<file path="src/rtl/dac_spi_arbiter.sv">
// Round-robin arbiter sharing one SPI serializer between two DAC requesters.
// Grants one 16-bit word at a time and shifts it MSB-first under that DAC's SYNC.
module dac_spi_arbiter #(
    parameter int CLK_DIV     = 10,
    parameter int WAIT_CYCLES = 3
) (
    input  logic        clk_i,
    input  logic        rst_n_i,
    input  logic        req1_valid_i,
    input  logic [15:0] req1_data_i,
    output logic        req1_ready_o,
    input  logic        req2_valid_i,
    input  logic [15:0] req2_data_i,
    output logic        req2_ready_o,
    output logic        dac1_sync_o,
    output logic        dac2_sync_o,
    output logic        sclk_o,
    output logic        sdi_o,
    output logic        busy_o,
    output logic        done1_o,
    output logic        done2_o
);

    localparam int DW = $clog2(CLK_DIV + 1);
    localparam int WW = (WAIT_CYCLES > 0) ? $clog2(WAIT_CYCLES + 1) : 1;

    typedef enum logic [1:0] {IDLE, SETUP, SHIFT, WAIT} state_t;

    state_t        state;
    logic [DW-1:0] div_cnt;
    logic [3:0]    bit_cnt;
    logic [WW-1:0] wait_cnt;
    logic [15:0]   shreg;
    logic          last_two;
    logic          grant1;
    logic          grant2;

    // last_two marks channel 2 as most recently served; it also names the active channel mid-frame
    always_comb begin
        grant1 = req1_valid_i & (~req2_valid_i | last_two);
        grant2 = req2_valid_i & (~req1_valid_i | ~last_two);
    end

    assign req1_ready_o = (state == IDLE) & grant1;
    assign req2_ready_o = (state == IDLE) & grant2;

    always_ff @(posedge clk_i or negedge rst_n_i) begin
        if (!rst_n_i) begin
            state       <= IDLE;
            div_cnt     <= '0;
            bit_cnt     <= '0;
            wait_cnt    <= '0;
            shreg       <= '0;
            last_two    <= 1'b1;
            dac1_sync_o <= 1'b1;
            dac2_sync_o <= 1'b1;
            sclk_o      <= 1'b1;
            sdi_o       <= 1'b0;
            busy_o      <= 1'b0;
            done1_o     <= 1'b0;
            done2_o     <= 1'b0;
        end else begin
            done1_o <= 1'b0;
            done2_o <= 1'b0;
            case (state)
                IDLE: begin
                    if (grant1 | grant2) begin
                        shreg       <= grant1 ? req1_data_i : req2_data_i;
                        sdi_o       <= grant1 ? req1_data_i[15] : req2_data_i[15];
                        last_two    <= grant2;
                        dac1_sync_o <= ~grant1;
                        dac2_sync_o <= ~grant2;
                        busy_o      <= 1'b1;
                        div_cnt     <= DW'(CLK_DIV - 1);
                        bit_cnt     <= 4'd15;
                        state       <= SETUP;
                    end
                end
                SETUP: begin
                    if (div_cnt == '0) begin
                        sclk_o  <= 1'b0;
                        div_cnt <= DW'(CLK_DIV - 1);
                        state   <= SHIFT;
                    end else begin
                        div_cnt <= div_cnt - 1'b1;
                    end
                end
                SHIFT: begin
                    if (div_cnt != '0) begin
                        div_cnt <= div_cnt - 1'b1;
                    end else begin
                        div_cnt <= DW'(CLK_DIV - 1);
                        if (!sclk_o) begin
                            // rising SCLK: present the next bit unless this is bit 0
                            sclk_o <= 1'b1;
                            if (bit_cnt != 4'd0) begin
                                sdi_o <= shreg[14];
                                shreg <= {shreg[14:0], 1'b0};
                            end
                        end else if (bit_cnt == 4'd0) begin
                            dac1_sync_o <= 1'b1;
                            dac2_sync_o <= 1'b1;
                            sdi_o       <= 1'b0;
                            done1_o     <= ~last_two;
                            done2_o     <= last_two;
                            if (WAIT_CYCLES == 0) begin
                                busy_o <= 1'b0;
                                state  <= IDLE;
                            end else begin
                                wait_cnt <= WW'(WAIT_CYCLES - 1);
                                state    <= WAIT;
                            end
                        end else begin
                            sclk_o  <= 1'b0;
                            bit_cnt <= bit_cnt - 1'b1;
                        end
                    end
                end
                WAIT: begin
                    if (wait_cnt == '0) begin
                        busy_o <= 1'b0;
                        state  <= IDLE;
                    end else begin
                        wait_cnt <= wait_cnt - 1'b1;
                    end
                end
                default: state <= IDLE;
            endcase
        end
    end

endmodule
</file>
<file path="config.mk">
export PLATFORM = sky130hd
export DESIGN_NAME = dac_spi_arbiter
export DESIGN_NICKNAME = d
export VERILOG_FILES = /design/src/rtl/dac_spi_arbiter.sv
export SDC_FILE = /design/constraint.sdc
export NUM_CORES = 1
export LEC_CHECK = 0
export CORE_MARGIN = 10
export CORE_UTILIZATION = 56
export CTS_CLUSTER_DIAMETER = 150
export DETAILED_ROUTE_END_ITERATION = 8
export GPL_TIMING_DRIVEN = 0
export PLACE_DENSITY = 0.83
export SLEW_MARGIN = 20
export SYNTH_ARGS = -nofsm -noshare
export SYNTH_HDL_FRONTEND = slang
export SYNTH_SLANG_ARGS = --single-unit
</file>
<file path="constraint.sdc">
create_clock -name clk_i -period 4.25 [get_ports clk_i]
set_input_delay 1.0625 -clock clk_i [delete_from_list [all_inputs] [get_ports clk_i]]
set_output_delay 1.0625 -clock clk_i [all_outputs]
set_load 0.02 [all_outputs]
</file>
==> flow_summary.yaml, run 1 <==
# synthesis and place-and-route metrics
clock_tree:
  clock_latency_ps: 290
  root_buffer: "clkbuf_8"
  clk_path_buf_depth: 2
timing:
  fmax_mhz: 243.1
  finalCritPeriodShare_pct: 96.78
  setup_violations: 0
die:
  die_y_um: 84.05
  num_rows: 23
  initCoreUtil_pct: 57.84
drt:
  drc_errors: 0
  antenna_left: 0
  routedWlPerCell_um: 18.04
synthesis:
  ys_seq_share_pct: 38.34
  syn_inst: 252
  yosysCellCount: 252
  syn_nets: 296
  synthDistinctLibCells: 49
  synth-seq-cells: 35
  synth-async-reset-ratio_pct: 100.0
layout:
  n_antenna_cell: 0
  lay_top_count: "clkdlybuf4s50_1"
run_status:
  outcome: "completed"
global_route:
  antenna_found_initial: 0
  grt_max_degree: 19
  grt-ovfl-total: 0
worst_setup_path:
  worst_ep_required_time_ps: 3190
power:
  p_clk_share_pct: 37.3
  p_comb_share_pct: 11.4
run 1: per-stage QoR:
stage                     hold WS, ps  setup TNS [ps]  area, um2  setup WS [ps]
after global placement          482.3          -100.0       2800         -100.0
after detailed placement        489.5          -157.2       2823         -138.3
after global routing            516.0               0       2914          65.37
final                           505.1               0       2914          136.7
after floorplan                 461.2               0       2297           1263
after CTS                       502.6               0       2917          16.28
run 1: cell families (layout without fill, tap and decap cells):
family	Yosys count	count (layout)	share of synthesized area, %
AND-OR/OR-AND	96	96	27.07
XOR/XNOR	1	1	0.3813
flip-flops	35	35	38.34
buffers and inverters	31	83	7.734
adder cells (fa/ha/maj)	8	8	4.357
multiplexers	3	3	1.362
AND/OR/NAND/NOR	78	78	20.75
run 1: area by class of cell:
| type | count | area (um2) |
|---|---|---|
| multi-input cells | 186 | 1239 |
| fillers | 308 | 1057 |
| flip-flops and latches | 35 | 880.8 |
| repair buffers | 45 | 462.9 |
| plain buffers | 19 | 136.4 |
| clock buffers | 7 | 86.33 |
| well taps | 50 | 62.56 |
| inverters | 11 | 41.29 |
| clock inverters | 1 | 5.005 |
run 1: power groups by stage:
stage	clock (mW)	sequential (mW)	combinational [mW]
after detailed placement	0	0.352	0.0773
after floorplan	0	0.351	0.0255
after CTS	0.253	0.346	0.0779
after global placement	0	0.351	0.0734
final	0.251	0.346	0.0771
after global routing	0.269	0.347	0.0838
run 1: cell usage after synthesis, drive strengths merged (2+ instances only):
master	number	area, um2
a311oi	13	113.9
o2bb2ai	2	17.52
a221oi	3	26.28
o21a	2	15.01
and3	2	12.51
nand3	3	15.01
ha	8	100.1
o31ai	3	22.52
and2	14	97.60
nor3	2	10.01
inv	11	41.29
nand4	3	18.77
nand2	9	33.78
clkbuf	13	72.57
a31oi	7	43.79
a2bb2oi	3	26.28
nor3b	4	41.29
nor2b	2	12.51
nand2b	19	126.4
o21ai	37	185.2
dfstp	4	105.1
dfrtp	31	775.7
or3b	2	17.52
o311a	2	20.02
a21oi	18	90.09
mux2i	2	20.02
nor2	13	48.80
buf	7	63.80
run 1: sequential cells by signal (all words and copies together), names as in the netlist:
signal,count
bit_cnt,4
busy_o,1
dac1_sync_o,1
dac2_sync_o,1
div_cnt,4
done1_o,1
done2_o,1
last_two,1
sclk_o,1
sdi_o,1
shreg,15
state,2
wait_cnt,2
run 1: repair_timing:
| item | CTS | global route |
|---|---|---|
| hold buffers | 0 | 0 |
| hold endpoints to repair | 0 | 0 |
| endpoints found under the setup margin | 2 | 1 |
| resized | 2 | 2 |
run 1: per-layer routing:
metal | track usage (%) | wire (um)
met1 | 22.55 | 2865
met2 | 28.28 | 3069
met3 | 4.102 | 338
met4 | 7.458 | 113
met5 | 0 | 0
run 1: path summary, 6_finish.rpt:
kind                            cells past startpoint  slack (ps)           end
worst max register to register                      8        2000   wait_cnt[0]
worst min-delay path                                1         510   dac2_sync_o
min in group asynchronous                           1         710    div_cnt[3]
max in group asynchronous                           2        3000        sclk_o
worst min register to register                      1         510   dac2_sync_o
worst max-delay path                                5         140  req1_ready_o
run 1: worst max-delay path: stages:
cell and delay [ps]:
clkdlybuf4s50_1 510, nand2b_1 330, clkbuf_2 300, and3_1 210, clkdlybuf4s50_1 620
Figure 1. Signal wires by layer (run 1).
(4 px per um) Two of the layers only.
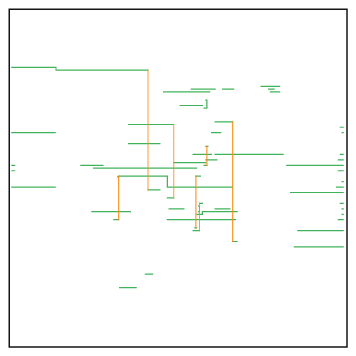
legend:
  green:
    layer: metal 3
    wire_length: 339 um
  orange:
    layer: metal 4
    wire_length: 114 um

Figure 2. The metal 1 layer (run 1).
(4 px per um) Supply wires on this layer in gray.
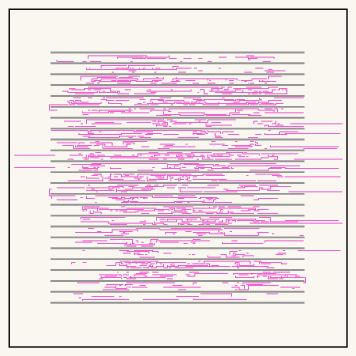
share of all routed wire: 45%
nets with wire on the layer: 325

Figure 3. A small window of the routed layout (run 1).
Region (27, 44) to (57, 74) um. Cells in gray, sequential cells in the stronger gray; small squares are vias.
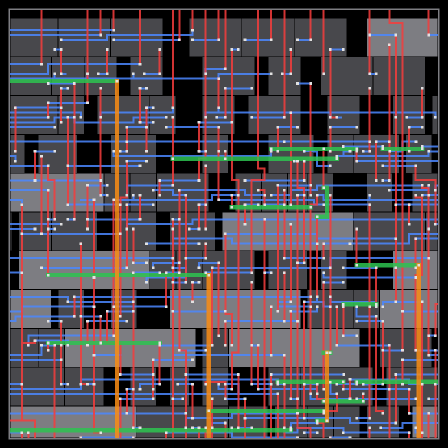
legend:
  green:
    layer: metal 3
  red:
    layer: metal 2
  orange:
    layer: metal 4
  blue:
    layer: metal 1
sequential cells in the window: 8
cells with their middle in the window: 79
most frequent: clkdlybuf4s50_1 (16)
netlist names of flops here include: shreg (7), bit_cnt (1)

Figure 4. Logic cells by family (run 1).
(6 px per um)
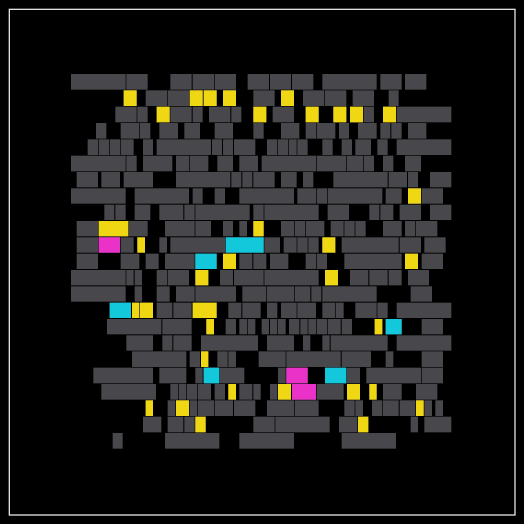

==> run 2, diff against run 1 <==
CORE_MARGIN = 5   (was 10)
Figure 5. Logic cells by family (run 2).
(6 px per um)
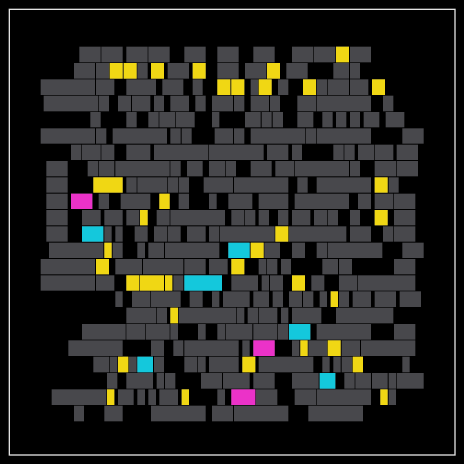
legend:
  yellow:
    family: nand cells
    cells: 35
    most_used: nand2b_1
  magenta:
    family: mux cells
    cells: 3
    most_used: mux2i_1
  cyan:
    family: non-inverting ao/oa cells
    cells: 6

==> run 2 against run 1 <==
Compared with the run above: core utilization down 0.50 points; clock skew down 5.7 ps; non-clock buffer count unchanged; via count down 2.2%; flip-flop count unchanged; clock-buffer cell count up 1; clock power up 8.4%; die size down 22%; combinational power down 0.5%; critical path depth unchanged; highest routed layer unchanged.
==> flow_summary.yaml, run 2 <==
# synthesis and place-and-route metrics
run_status:
  outcome: "completed"
layout:
  design_area_mm2: 0.002915
  largest_reg_flops: 15
  lay_top_count: "clkdlybuf4s50_1"
  regMostFlops: "shreg"
  n_antenna_cell: 0
worst_setup_path:
  rr_worst_depth: 7
  r2r_setup_slack_ps: 2000
  worst_ep_required_time_ps: 3190
synthesis:
  netlist.top_cell.by_area: "dfrtp_1"
  syn_inst: 252
  synthDistinctLibCells: 49
  yosysCellCount: 252
  area_leaders: "dfrtp_1, o21ai_0, a311oi_1"
  yosysTopAreaCellShare_pct: 33.77
  ys_seq_share_pct: 38.34
  common_cells: "dfrtp_1, o21ai_0, a21oi_1, nand2b_1"
min_path:
  whs_path_depth: 1
timing:
  finalCritPeriodShare_pct: 96.67
  fin_setup_tns_ps: 0
  fin_hold_ws_ps: 508.4
  setup_violations: 0
  fmax_mhz: 243.4
clock_tree:
  root_buffer: "clkbuf_8"
  clock_latency_ps: 290
  clk_path_buf_depth: 2
place:
  postPlaceCellArea_mm2: 0.002815
die:
  die_y_um: 74.05
  initCoreUtil_pct: 57.43
drt:
  routedWlPerCell_um: 17.24
  drc_errors: 0
global_route:
  grt_max_degree: 27
  antenna_found_initial: 0
  grt-ovfl-total: 0
power:
  p_clk_share_pct: 39.2
  p_comb_share_pct: 11.0
run 2: what timing repair did:
item | 4_1_cts | 5_1_grt
hold buffers | 0 | 0
gates resized | 2 | 2
setup endpoints to repair | 1 | 1
run 2: layer usage:
metal  GRT usage (%)  vias to the layer above  part of all wire, %  wire, um
met5               0                        -                    0         0
met4           11.67                        0                  1.2        73
met3           5.270                        6                  6.5       398
met2           37.60                       64                   48      2928
met1           33.59                     1037                   44      2701
li1                -                     1031                    -         -
run 2: area by class of cell:
class | count | area, um2
multi-input combinational | 186 | 1239
inverter | 11 | 41.29
clock buffer | 8 | 100.1
fill | 327 | 1085
tap | 50 | 62.56
sequential | 35 | 880.8
timing repair buffer | 45 | 455.4
buffer | 19 | 136.4
run 2: cell families after synthesis:
| group | count (synthesis) | synth area share [%] |
|---|---|---|
| AND-OR/OR-AND | 96 | 27.07 |
| AND/OR/NAND/NOR | 78 | 20.75 |
| flip-flops | 35 | 38.34 |
| buffers and inverters | 31 | 7.734 |
| adder cells (fa/ha/maj) | 8 | 4.357 |
| multiplexers | 3 | 1.362 |
| XOR/XNOR | 1 | 0.3813 |
run 2: worst max-delay path by stage:
stage               cells after the start           end  slack, ps
floorplan                               3  req1_ready_o       1260
global placement                        6  req1_ready_o       -110
detailed placement                      6  req1_ready_o       -120
CTS                                     6  req1_ready_o         30
global route                            5  req1_ready_o         90
finish                                  5  req1_ready_o        140
run 2: stage by stage:
step,util [%],worst slack [ps]
4_1_cts,72.94,29.28
3_5_place_dp,70.38,-117.0
5_1_grt,72.88,89.31
6_report,72.88,141.4
2_1_floorplan,-,1263
3_3_place_gp,70.00,-109.4
run 2: power by group through the flow:
stage	registers, mW	clock network [mW]	logic, mW
after floorplan	0.351	0	0.0255
after global placement	0.351	0	0.0734
after detailed placement	0.352	0	0.0766
after CTS	0.345	0.274	0.0773
after global routing	0.346	0.291	0.0839
final	0.346	0.272	0.0767
run 2: critical path: stages:
cell             delay (ps)
clkdlybuf4s50_1         510
nand2b_1                340
clkbuf_2                310
and3_1                  210
clkdlybuf4s50_1         610
==> run 3, diff against run 2 <==
CTS_CLUSTER_DIAMETER = default   (was 150)
Figure 6. A small window of the routed layout (run 3).
Region (22, 37) to (52, 67) um. Cells in gray, sequential cells in the stronger gray; small squares are vias.
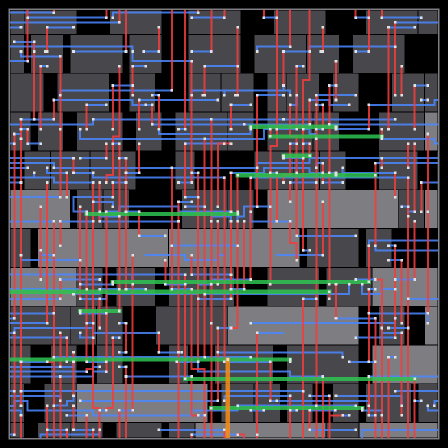
legend:
  red:
    layer: metal 2
  orange:
    layer: metal 4
  blue:
    layer: metal 1
  green:
    layer: metal 3
most frequent: clkdlybuf4s50_1 (13), a21oi_1 (9), dfrtp_1 (8)
netlist names of flops here include: shreg (7), done1_o (1)
cells with their middle in the window: 77
sequential cells in the window: 8

==> run 3 against run 2 <==
Compared with the run above: critical path depth unchanged; flip-flop count is the same; non-clock buffer count unchanged; register-to-register slack about the same; sequential power barely moved; core utilization stayed put; global-route usage unchanged.
==> flow_summary.yaml, run 3 <==
# synthesis and place-and-route metrics
timing:
  finalCritPeriodShare_pct: 96.67
  fmax_mhz: 243.4
  setup_violations: 0
  fin_ws_ps: 141.4
clock_tree:
  clk_path_buf_depth: 2
  root_buffer: "clkbuf_8"
die:
  num_rows: 23
worst_setup_path:
  r2r_end: "shreg[10]"
  r2r_setup_slack_ps: 2000
  worst_ep_required_time_ps: 3190
  rr_worst_depth: 7
synthesis:
  area_leaders: "dfrtp_1, o21ai_0, a311oi_1"
  yosysTopAreaCellShare_pct: 33.77
  common_cells: "dfrtp_1, o21ai_0, a21oi_1, nand2b_1"
  synth-seq-cells: 35
  syn_nets: 296
place:
  place_ws_ps: -117.0
layout:
  lay_top_count: "clkdlybuf4s50_1"
  largest_reg_flops: 15
  final_util_pct: 72.88
  fill_cells: 327
  largestRegisters: "shreg: 15 flops, bit_cnt: 4 flops, div_cnt: 4 flops"
  n_antenna_cell: 0
run_status:
  outcome: "completed"
global_route:
  grt-ovfl-total: 0
  grt_max_degree: 27
power:
  p_comb_share_pct: 11.0
min_path:
  holdPathEnd: "dac2_sync_o"
==> run 3: cell counts after synthesis <==
No cell type changed its count.
==> run 3: timing repair <==
item	CTS	global route
hold buffers	0	0
setup endpoints to repair	1	1
resized	2	2
gates cloned	0	0
==> run 3: kinds of logic after synthesis <==
family / Yosys count / share of synthesized area (%)
AOI/OAI and AO/OA: 96 / 27.07
and+or+nand+nor: 78 / 20.75
adders and majority gates: 8 / 4.357
buffers and inverters: 31 / 7.734
DFF: 35 / 38.34
xor gates and xnor gates: 1 / 0.3813
muxes: 3 / 1.362
==> run 3: cell type report <==
| type | count | area [um2] | share of cell area, % |
|---|---|---|---|
| sequential | 35 | 880.8 | 30.21 |
| tap | 50 | 62.56 | 2.146 |
| buffer | 19 | 136.4 | 4.678 |
| inverter | 11 | 41.29 | 1.416 |
| timing repair buffer | 45 | 455.4 | 15.62 |
| multi-input combinational | 186 | 1239 | 42.49 |
| clock buffer | 8 | 100.1 | 3.433 |
==> run 3: critical path, cell delays in order <==
cell,delay (ps)
clkdlybuf4s50_1,510
nand2b_1,340
clkbuf_2,310
and3_1,210
clkdlybuf4s50_1,610
==> run 3: layer usage <==
layer	vias to the layer above	track usage (%)	part of all wire, %
met4	0	11.67	1.2
li1	1031	-	-
met2	64	37.60	48
met1	1037	33.59	44
met5	-	0	0
met3	6	5.270	6.5
==> run 3: worst max path at each step <==
| stage | start | end | cells past startpoint |
|---|---|---|---|
| 4_1_cts | req2_valid_i | req1_ready_o | 6 |
| 3_5_place_dp | req2_valid_i | req1_ready_o | 6 |
| 3_3_place_gp | req2_valid_i | req1_ready_o | 6 |
| 2_1_floorplan | req1_valid_i | req1_ready_o | 3 |
| 5_1_grt | req2_valid_i | req1_ready_o | 5 |
| 6_report | req2_valid_i | req1_ready_o | 5 |
==> run 3: power groups by stage <==
stage	combinational [mW]	clock (mW)	sequential [mW]
after floorplan	0.0255	0	0.351
after global placement	0.0734	0	0.351
after detailed placement	0.0766	0	0.352
after CTS	0.0773	0.274	0.345
after global routing	0.0839	0.291	0.346
final	0.0767	0.272	0.346
==> run 3: through the flow <==
step	cell area, um2	setup TNS [ps]	hold slack [ps]
after floorplan	2297	0	461.2
after global placement	2800	-109.4	481.5
after detailed placement	2815	-117.0	496.8
after CTS	2918	0	508.8
after global routing	2915	0	519.2
final	2915	0	508.4
Power is estimated from default activity; no workload was simulated.
